<file path="src/rtl/ext_pkg.sv">
// Mode encodings and the shared extension function for the ext_pipe unit.
// The function works at EXT_MAX_W bits; callers pass their own widths and keep the low bits.
package ext_pkg;

  localparam logic [2:0] EXT_ZERO   = 3'd0;
  localparam logic [2:0] EXT_SIGN   = 3'd1;
  localparam logic [2:0] EXT_UPPER  = 3'd2;
  localparam logic [2:0] EXT_BRANCH = 3'd3;
  localparam logic [2:0] EXT_LB     = 3'd4;
  localparam logic [2:0] EXT_LBU    = 3'd5;
  localparam logic [2:0] EXT_LH     = 3'd6;
  localparam logic [2:0] EXT_LHU    = 3'd7;

  localparam int EXT_MAX_W = 64;

  // Returns {err, result}; result is already masked to data_w bits.
  function automatic logic [EXT_MAX_W:0] ext_compute(
    input logic [2:0]           mode,
    input logic [EXT_MAX_W-1:0] data,
    input logic [1:0]           off,
    input int                   imm_w,
    input int                   data_w
  );
    logic [EXT_MAX_W-1:0] dmask, imask, imm, simm;
    logic [EXT_MAX_W-1:0] byt_u, byt_s, half_u, half_s, res;
    logic                 err;
    dmask  = (data_w >= EXT_MAX_W) ? '1 : ((64'd1 << data_w) - 64'd1);
    imask  = (64'd1 << imm_w) - 64'd1;
    imm    = data & imask;
    simm   = (|(data & (64'd1 << (imm_w - 1)))) ? (imm | ~imask) : imm;
    byt_u  = (data >> {off, 3'b000}) & 64'hFF;
    byt_s  = byt_u[7] ? (byt_u | ~64'hFF) : byt_u;
    half_u = (data >> {off[1], 4'b0000}) & 64'hFFFF;
    half_s = half_u[15] ? (half_u | ~64'hFFFF) : half_u;
    err    = 1'b0;
    case (mode)
      EXT_ZERO:   res = imm;
      EXT_SIGN:   res = simm;
      EXT_UPPER:  res = imm << (data_w - imm_w);
      EXT_BRANCH: res = simm << 2;
      EXT_LB:     res = byt_s;
      EXT_LBU:    res = byt_u;
      EXT_LH:     res = half_s;
      EXT_LHU:    res = half_u;
      default:    res = '0;
    endcase
    if ((mode == EXT_LH || mode == EXT_LHU) && off[0]) begin
      err = 1'b1;
      res = '0;
    end
    return {err, res & dmask};
  endfunction

endpackage

</file>
<file path="src/rtl/ext_pipe_stage.sv">
// One valid/ready register stage carrying {valid, data, err}; 1 cycle latency.
// Loads whenever empty or downstream ready, so it never drops or duplicates; flush clears valid only.
module ext_pipe_stage #(
  parameter int DATA_W = 32
) (
  input  logic              clk,
  input  logic              reset,
  input  logic              flush,
  input  logic              up_valid,
  output logic              up_ready,
  input  logic [DATA_W-1:0] up_data,
  input  logic              up_err,
  output logic              dn_valid,
  input  logic              dn_ready,
  output logic [DATA_W-1:0] dn_data,
  output logic              dn_err
);

  logic              r_vld;
  logic [DATA_W-1:0] r_dat;
  logic              r_err;

  assign up_ready = !r_vld || dn_ready;
  assign dn_valid = r_vld;
  assign dn_data  = r_dat;
  assign dn_err   = r_err;

  always_ff @(posedge clk or negedge reset) begin
    if (!reset) begin
      r_vld <= 1'b0;
      r_dat <= '0;
      r_err <= 1'b0;
    end else if (flush) begin
      r_vld <= 1'b0;
    end else if (up_ready) begin
      r_vld <= up_valid;
      r_dat <= up_data;
      r_err <= up_err;
    end
  end

endmodule

</file>
<file path="src/rtl/ext_pipe.sv">
// Pipelined immediate/load-data extender: result computed at the input, then DEPTH handshake stages.
// Latency DEPTH cycles, 1/cycle throughput; in_ready drops only when every stage holds a result.
module ext_pipe
  import ext_pkg::*;
#(
  parameter int IMM_W  = 16,
  parameter int DATA_W = 32,
  parameter int DEPTH  = 2
) (
  input  logic              clk,
  input  logic              reset,
  input  logic              flush,
  input  logic              in_valid,
  output logic              in_ready,
  input  logic [2:0]        in_mode,
  input  logic [DATA_W-1:0] in_data,
  input  logic [1:0]        in_off,
  output logic              out_valid,
  input  logic              out_ready,
  output logic [DATA_W-1:0] out_data,
  output logic              out_err
);

  logic [EXT_MAX_W:0] w_calc;
  logic [DEPTH:0]     w_vld;
  logic [DEPTH:0]     w_rdy;
  logic [DEPTH:0]     w_err;
  logic [DATA_W-1:0]  w_dat [DEPTH+1];

  assign w_calc   = ext_compute(in_mode, EXT_MAX_W'(in_data), in_off, IMM_W, DATA_W);

  // Index 0 is the combinational input side; index DEPTH is the output side.
  assign w_vld[0] = in_valid && !flush;
  assign w_dat[0] = w_calc[DATA_W-1:0];
  assign w_err[0] = w_calc[EXT_MAX_W];
  assign w_rdy[DEPTH] = out_ready;

  generate
    if (DATA_W < EXT_MAX_W) begin : g_hi
      logic w_unused_hi;
      assign w_unused_hi = ^w_calc[EXT_MAX_W-1:DATA_W];
    end

    for (genvar k = 0; k < DEPTH; k++) begin : g_stage
      ext_pipe_stage #(.DATA_W(DATA_W)) u_stage (
        .clk      (clk),
        .reset    (reset),
        .flush    (flush),
        .up_valid (w_vld[k]),
        .up_ready (w_rdy[k]),
        .up_data  (w_dat[k]),
        .up_err   (w_err[k]),
        .dn_valid (w_vld[k+1]),
        .dn_ready (w_rdy[k+1]),
        .dn_data  (w_dat[k+1]),
        .dn_err   (w_err[k+1])
      );
    end
  endgenerate

  assign in_ready  = w_rdy[0] && !flush;
  assign out_valid = w_vld[DEPTH];
  assign out_data  = w_dat[DEPTH];
  assign out_err   = w_err[DEPTH];

endmodule

</file>
<file path="config.mk">
export PLATFORM = sky130hd
export DESIGN_NAME = ext_pipe
export DESIGN_NICKNAME = d
export VERILOG_FILES = /design/src/rtl/ext_pkg.sv /design/src/rtl/ext_pipe_stage.sv /design/src/rtl/ext_pipe.sv
export SDC_FILE = /design/constraint.sdc
export NUM_CORES = 1
export LEC_CHECK = 0
export CAP_MARGIN = 10
export CORE_UTILIZATION = 40
export DETAILED_ROUTE_END_ITERATION = 16
export PLACE_DENSITY = 0.76
export SLEW_MARGIN = 20
export SYNTH_ARGS = -nofsm -noshare
export SYNTH_HDL_FRONTEND = slang
export SYNTH_HIERARCHICAL = 1
export SYNTH_SLANG_ARGS = --single-unit
export TNS_END_PERCENT = 20
</file>
<file path="constraint.sdc">
create_clock -name clk -period 2.4 [get_ports clk]
set_input_delay 0.24 -clock clk [delete_from_list [all_inputs] [get_ports clk]]
set_output_delay 0.24 -clock clk [all_outputs]
set_load 0.02 [all_outputs]
</file>
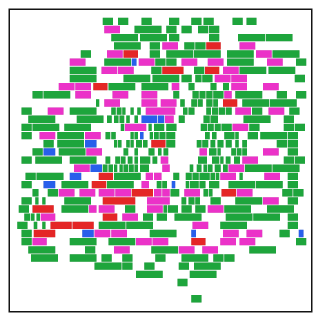
drive_strength.png
(3 px per um)
color	size	cells	most used
red	drive 6 and up	18	clkbuf_8
green	drive 1 or less	284	clkdlybuf4s50_1
magenta	drive 3 to 4	78	mux2_4
blue	drive 2	13	mux2_2

==> results.cfg <==
; generated from flow reports
[status]
status = complete, no violations

[logic_synthesis]
top_area_frac = 0.440
avgSynthCellArea_sq_um = 12.6
synthTopCellsByCount = 68 x dfrtp_1, 61 x mux2_4, 28 x a21oi_1
ys_ff = 68
yosys_area_sq_um = 3870
top_cell = dfrtp_1
synthTopCellsByArea = dfrtp_1 44%, mux2_4 24%, a21oi_1 3.6%
logic_family = multiplexers
yosysTopAreaCell = dfrtp_1

[worst_setup_path]
worstReg2RegStart = g_stage[1].u_stage/dn_valid
timing.critical_path.cells = nor2b_4, inv_1, nor2b_4, inv_1, nor2b_1, clkdlybuf4s50_1
start_kind = flop
worstPathArrival_ns = 1.94
crit_required_ns = 2.16
critical_path.slowest_cell = clkdlybuf4s50_1
crit_fanout = 3

[floorplan]
die_height_um = 100

[sta]
period_used_share = 0.909
relSlewSlack = 0.593
worst_slack_ns = 0.218
final-setup-viol-count = 0
rsz0062_at_grt = false
setup_tns_ns = 0

[clock_network]
cts_tree = yes
clock_latency_ns = 0.35

[routing]
drt_iter0_markers = 138
vias = 2664
dr.pass1.iters = 4
wl_per_cell_um = 17.2

[power_and_ir_drop]
total_power_w = 0.00334
power.density_nw_per_um2 = 674
p_leak_nw = 2.25

[grt]
grt_max_degree = 45
grt_pass1_vias = 2773
grt_pass1_wl_um = 14200

[final_layout]
register_area_sq_um = 1700

[placed_design]
place_ws_ns = 0.256
place_inst = 505

[flow_run]
tool_warnings = 26

[hold_path]
min_path_type = primary input to async pin
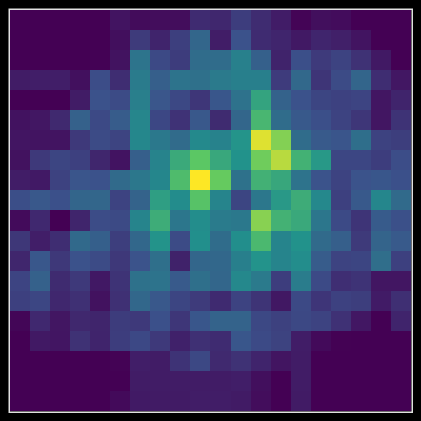
wire_density.png
(4 px per um) 20 x 20 tiles, from dark purple (low) to yellow (high), scaled to the fullest tile. Values are wire area over tile area, all layers added.
mean over tiles	0.14
densest ninth of the die	center
nearly empty tiles	17%

==> logic make-up after synthesis <==
logic type / Yosys count
and+or+nand+nor: 71
buffers and inverters: 28
AOI/OAI and AO/OA: 60
DFF: 68
muxes: 80
==> worst max path at each step <==
stage | from | endpoint | slack, ns | cells after the start
after floorplan | g_stage[1].u_stage/dn_valid | g_stage[0].u_stage/dn_data[0] | 0.82 | 6
after global placement | in_off[1] | g_stage[0].u_stage/dn_data[11] | 0.26 | 7
after detailed placement | in_off[1] | g_stage[0].u_stage/dn_data[18] | 0.26 | 7
after CTS | g_stage[1].u_stage/dn_valid | in_ready | 0.18 | 6
after global routing | g_stage[1].u_stage/dn_valid | in_ready | 0.14 | 6
final | g_stage[1].u_stage/dn_valid | in_ready | 0.22 | 6
==> cell type report <==
cell class / instances / area share
clock buffers: 12 / 0.0314
inverters: 7 / 0.00531
repair buffers: 91 / 0.186
flip-flops and latches: 68 / 0.344
multi-input cells: 211 / 0.391
clock inverters: 4 / 0.00961
well taps: 129 / 0.0326
==> where the power goes <==
group	switching, W	total (W)	leakage, nW	internal (W)
sequential	0.000101	0.00142	0.877	0.00132
clock	0.000428	0.000961	0.102	0.000533
combinational	0.000408	0.000957	1.27	0.000549
==> flip-flops by register name (all words and copies together) (netlist names) <==
register / cells
g_stage.u_stage/dn_data: 64
g_stage.u_stage/dn_err: 2
g_stage.u_stage/dn_valid: 2
==> what timing repair did <==
item                                   in CTS  in global routing
hold buffers                                1                  0
endpoints found under the hold margin      24                  0
resized                                     0                  0
==> routing by layer <==
metal  up-vias  part of all wire  global-route usage  routed length, um
li1       1247                 -                   -                  -
met1      1288              0.45               0.248               4040
met2       104              0.47               0.292               4210
met3        25             0.058              0.0460                517
met4         0             0.022              0.0803                197
met5         -                 0                   0                  0
Power figures rest on the tool's default switching activity, not on a simulated workload.
